**src/rtl/mem_arb_pkg.sv**
```systemverilog
// rtl/mem_arb_pkg.sv - shared state encoding, requester ids and counter width for mem_arbiter
package mem_arb_pkg;

  typedef enum logic [1:0] {
    ST_IDLE,
    ST_ISSUE,
    ST_WAIT,
    ST_RESP
  } state_t;

  localparam logic REQ_CPU = 1'b0;
  localparam logic REQ_DMA = 1'b1;

  localparam int CNT_W = 4;

endpackage

```
**src/rtl/mem_arb_pick.sv**
```systemverilog
// rtl/mem_arb_pick.sv - winner selection between CPU and DMA requesters
// MEM_ARB_FIXED_PRIO_EN: CPU always wins a tie; otherwise round-robin on last_grant.
module mem_arb_pick (
  input  logic clk,
  input  logic rst,
  input  logic cpu_req,
  input  logic dma_req,
  input  logic load,
  output logic winner
);
  import mem_arb_pkg::*;

`ifdef MEM_ARB_FIXED_PRIO_EN
  logic w_unused;
  assign w_unused = ^{clk, rst, load};
  assign winner   = (dma_req && !cpu_req) ? REQ_DMA : REQ_CPU;
`else
  logic r_last_grant;

  // Ids are one bit, so the requester that did not win last is the inverted grant.
  always_comb begin
    winner = REQ_CPU;
    if (cpu_req && dma_req) winner = ~r_last_grant;
    else if (dma_req)       winner = REQ_DMA;
  end

  always_ff @(posedge clk) begin
    if (rst)       r_last_grant <= REQ_DMA;
    else if (load) r_last_grant <= winner;
  end
`endif

endmodule

```
**src/rtl/mem_arbiter.sv**
```systemverilog
// rtl/mem_arbiter.sv - CPU/DMA arbiter and sequencer for the shared memory port
// MEM_ARB_FIXED_PRIO_EN (in mem_arb_pick) selects fixed CPU priority.
module mem_arbiter #(
  parameter int AW      = 32,
  parameter int DW      = 32,
  parameter int MEM_LAT = 2
) (
  input  logic          clk,
  input  logic          rst,
  input  logic          cpu_req,
  input  logic          cpu_we,
  input  logic [AW-1:0] cpu_addr,
  input  logic [DW-1:0] cpu_wdata,
  output logic [DW-1:0] cpu_rdata,
  output logic          cpu_ack,
  output logic          cpu_stall,
  input  logic          dma_req,
  input  logic          dma_we,
  input  logic [AW-1:0] dma_addr,
  input  logic [DW-1:0] dma_wdata,
  output logic [DW-1:0] dma_rdata,
  output logic          dma_ack,
  output logic          mem_en,
  output logic          mem_we,
  output logic [AW-1:0] mem_addr,
  output logic [DW-1:0] mem_wdata,
  input  logic [DW-1:0] mem_rdata
);
  import mem_arb_pkg::*;

  localparam logic [CNT_W-1:0] CNT_LOAD = CNT_W'(MEM_LAT - 1);

  state_t           r_state;
  logic             r_id;
  logic             r_we;
  logic [CNT_W-1:0] r_cnt;
  logic             r_mem_en;
  logic             r_mem_we;
  logic [AW-1:0]    r_mem_addr;
  logic [DW-1:0]    r_mem_wdata;
  logic [DW-1:0]    r_cpu_rdata;
  logic [DW-1:0]    r_dma_rdata;
  logic             r_cpu_ack;
  logic             r_dma_ack;

  logic w_any;
  logic w_load;
  logic w_winner;

  assign w_any  = cpu_req | dma_req;
  assign w_load = (r_state == ST_IDLE) && w_any;

  mem_arb_pick u_pick (
    .clk     (clk),
    .rst     (rst),
    .cpu_req (cpu_req),
    .dma_req (dma_req),
    .load    (w_load),
    .winner  (w_winner)
  );

  always_ff @(posedge clk) begin
    if (rst) begin
      r_state     <= ST_IDLE;
      r_id        <= REQ_CPU;
      r_we        <= 1'b0;
      r_cnt       <= '0;
      r_mem_en    <= 1'b0;
      r_mem_we    <= 1'b0;
      r_mem_addr  <= '0;
      r_mem_wdata <= '0;
      r_cpu_rdata <= '0;
      r_dma_rdata <= '0;
      r_cpu_ack   <= 1'b0;
      r_dma_ack   <= 1'b0;
    end else begin
      r_mem_en  <= 1'b0;
      r_mem_we  <= 1'b0;
      r_cpu_ack <= 1'b0;
      r_dma_ack <= 1'b0;
      case (r_state)
        ST_IDLE: begin
          // The memory strobe is registered, so it is raised on entry to ISSUE.
          if (w_any) begin
            r_id     <= w_winner;
            r_mem_en <= 1'b1;
            r_state  <= ST_ISSUE;
            if (w_winner == REQ_DMA) begin
              r_we        <= dma_we;
              r_mem_we    <= dma_we;
              r_mem_addr  <= dma_addr;
              r_mem_wdata <= dma_wdata;
            end else begin
              r_we        <= cpu_we;
              r_mem_we    <= cpu_we;
              r_mem_addr  <= cpu_addr;
              r_mem_wdata <= cpu_wdata;
            end
          end
        end
        ST_ISSUE: begin
          if (r_we) begin
            r_cpu_ack <= (r_id == REQ_CPU);
            r_dma_ack <= (r_id == REQ_DMA);
            r_state   <= ST_RESP;
          end else begin
            r_cnt   <= CNT_LOAD;
            r_state <= ST_WAIT;
          end
        end
        ST_WAIT: begin
          if (r_cnt == '0) begin
            if (r_id == REQ_DMA) r_dma_rdata <= mem_rdata;
            else                 r_cpu_rdata <= mem_rdata;
            r_cpu_ack <= (r_id == REQ_CPU);
            r_dma_ack <= (r_id == REQ_DMA);
            r_state   <= ST_RESP;
          end else begin
            r_cnt <= r_cnt - CNT_W'(1);
          end
        end
        ST_RESP: r_state <= ST_IDLE;
        default: r_state <= ST_IDLE;
      endcase
    end
  end

  assign mem_en    = r_mem_en;
  assign mem_we    = r_mem_we;
  assign mem_addr  = r_mem_addr;
  assign mem_wdata = r_mem_wdata;
  assign cpu_rdata = r_cpu_rdata;
  assign dma_rdata = r_dma_rdata;
  assign cpu_ack   = r_cpu_ack;
  assign dma_ack   = r_dma_ack;
  assign cpu_stall = cpu_req & ~r_cpu_ack;

endmodule
```
**config.mk**
```make
export PLATFORM = sky130hd
export DESIGN_NAME = mem_arbiter
export DESIGN_NICKNAME = d
export VERILOG_FILES = /design/src/rtl/mem_arb_pkg.sv /design/src/rtl/mem_arb_pick.sv /design/src/rtl/mem_arbiter.sv
export SDC_FILE = /design/constraint.sdc
export NUM_CORES = 1
export LEC_CHECK = 0
export CORE_ASPECT_RATIO = 1.25
export CORE_MARGIN = 8
export CORE_UTILIZATION = 43
export DETAILED_ROUTE_END_ITERATION = 8
export GPL_ROUTABILITY_DRIVEN = 0
export PLACE_DENSITY_LB_ADDON = 0.25
export SLEW_MARGIN = 20
export SYNTH_ARGS = -nofsm -noshare
export SYNTH_HDL_FRONTEND = slang
export SYNTH_SLANG_ARGS = --single-unit
```
**constraint.sdc**
```tcl
create_clock -name clk -period 4.1 [get_ports clk]
set_input_delay 0.82 -clock clk [delete_from_list [all_inputs] [get_ports clk]]
set_output_delay 0.82 -clock clk [all_outputs]
set_load 0.02 [all_outputs]
```
==> images/floorplan.png <==
Bar = 20 um. Pins as bars on the die edge.
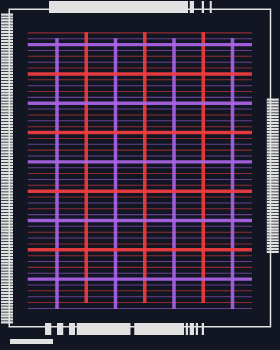
[purple] VSS
[red] VDD
met1 rails: 48
rows: 47
signal pins: 299
met4 straps: 7

==> images/class_map.png <==
Fill, decap, tap and diode cells in grey.
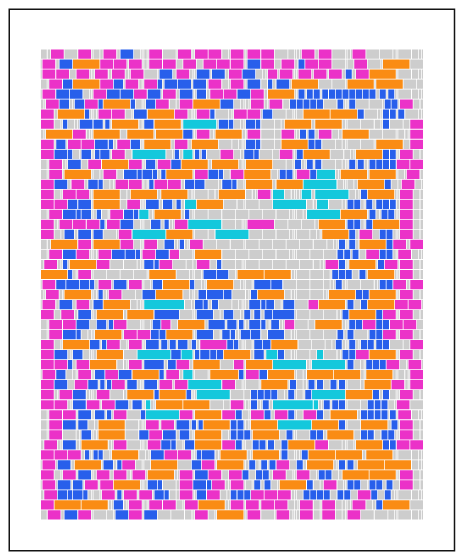
[magenta] remaining buffers and delay cells | cells: 305 | share of their area: 33%
[orange] registers | cells: 141 | share of their area: 31%
[cyan] clock drivers and dummy loads | cells: 32 | share of their area: 6.4%
[blue] remaining logic cells | cells: 443 | share of their area: 30%
Final Instance Area: 9430 um2
Final Core Density: 0.710

==> qor.csv <==
metric,value,unit
first-pass GRT wire length,31800,um
die area,17700,um2
status,finished clean,
Final ANT Viol Nets,0,
WHS Path Cells,2,
Leak,0.00333,uW
TritonCTS clock tree,done,
period utilisation layout,0.753,
distinct lib cells,39,
peak supply drop,0.333,mV
vias per cell,5.40,
Ys Warns,0,
antenna cells,0,
Tmin final,3.09,ns
Post-Syn Nets,820,
PD cells,609,nW/um2
all-layer global routing usage,0.224,
biggest area cells,"dfxtp_1 (48%), mux2i_1 (11%), a211oi_1 (8.4%), a21oi_1 (6.0%), o21ai_0 (5.6%)",
Slew @ Worst Pin,0.940,ns
hold buffer count at cts,0,
clock slew seen by the registers of the worst setup and hold paths,0.06,ns
per-stage QoR:
| stage | instances | total power, uW | util | area (um2) | hold slack (ns) |
|---|---|---|---|---|---|
| floorplan | 649 | 3250 | - | 5870 | 0.466 |
| global placement | 1060 | 4180 | 0.666 | 8840 | 0.461 |
| detailed placement | 1060 | 4260 | 0.666 | 8840 | 0.468 |
| CTS | 1092 | 5790 | 0.710 | 9430 | 0.476 |
| global route | 1092 | 6060 | 0.710 | 9430 | 0.494 |
| finish | 1092 | 5750 | 0.710 | 9430 | 0.473 |
per-layer routing:
| metal | track usage | share of wire | wire length (um) | vias up |
|---|---|---|---|---|
| met1 | 0.222 | 0.35 | 7280 | 2750 |
| li1 | - | - | - | 2877 |
| met2 | 0.401 | 0.53 | 10900 | 234 |
| met4 | 0.0870 | 0.024 | 498 | 0 |
| met3 | 0.0968 | 0.096 | 1990 | 33 |
| met5 | 0 | 0 | 0 | - |
flip-flops by register name, indices dropped and copies added, names as in the netlist:
register,count
u_pick.r_last_grant,1
r_cnt,4
mem_en,1
cpu_ack,1
mem_wdata,32
cpu_rdata,32
dma_rdata,32
r_state,2
r_we,1
r_id,1
dma_ack,1
mem_we,1
mem_addr,32
worst max path at each step:
stage,startpoint,to,depth (start not counted)
2_1_floorplan,cpu_req,cpu_stall,1
3_3_place_gp,cpu_req,cpu_stall,3
3_5_place_dp,cpu_req,cpu_stall,3
4_1_cts,cpu_req,cpu_stall,3
5_1_grt,cpu_req,cpu_stall,3
6_report,cpu_req,cpu_stall,3
final cells by class:
type / instances / share of cell area
Inverter: 6 / 0.00239
Sequential cell: 141 / 0.299
Clock buffer: 20 / 0.0474
Multi-Input combinational cell: 437 / 0.289
Timing Repair Buffer: 305 / 0.324
Clock inverter: 12 / 0.0147
Tap cell: 171 / 0.0227
synthesized netlist by cell type, types with 4 or more instances:
cell,count
a21oi_1,70
nor2_1,68
nand3_1,64
ha_1,5
a211oi_1,66
o21ai_0,66
clkbuf_1,44
buf_2,11
buf_8,4
inv_1,5
dfxtp_1,141
mux2i_1,66
where the power goes:
part,total (uW),internal (uW),switching (uW)
sequential,1860,1690,174
clock,1500,917,587
combinational,2380,1010,1370
tightest hold or removal path: cells and delay by family, from the launching register on:
kind,cells,cell delay [ns]
flops,1,0.30
compound gates,2,0.12
kinds of logic after synthesis:
kind of cell    count (synthesis)  synth area share
buf+inv                        71            0.0580
flops                         141             0.481
fa+ha+maj                       5            0.0107
mux                            66             0.113
simple gates                  153             0.123
compound gates                213             0.215
layout by cell type, fill, tap and decap left out, types with 2 or more instances in the layout:
master and count:
clkbuf_1 2, a21oi_1 70, a31oi_1 2, nor2_1 68, bufinv_16 2, a211oi_1 66
nand2b_1 3, ha_1 5, inv_1 5, mux2i_1 66, inv_6 2, nand4_1 2
clkinv_4 3, nand3_1 64, clkinvlp_4 4, o21ai_0 66, nor2b_1 3, clkdlybuf4s50_1 297
clkbuf_16 17, dfxtp_1 140, buf_12 2, buf_4 6, nor3_1 3, o31ai_1 2
Power and IR drop assume default switching activity.
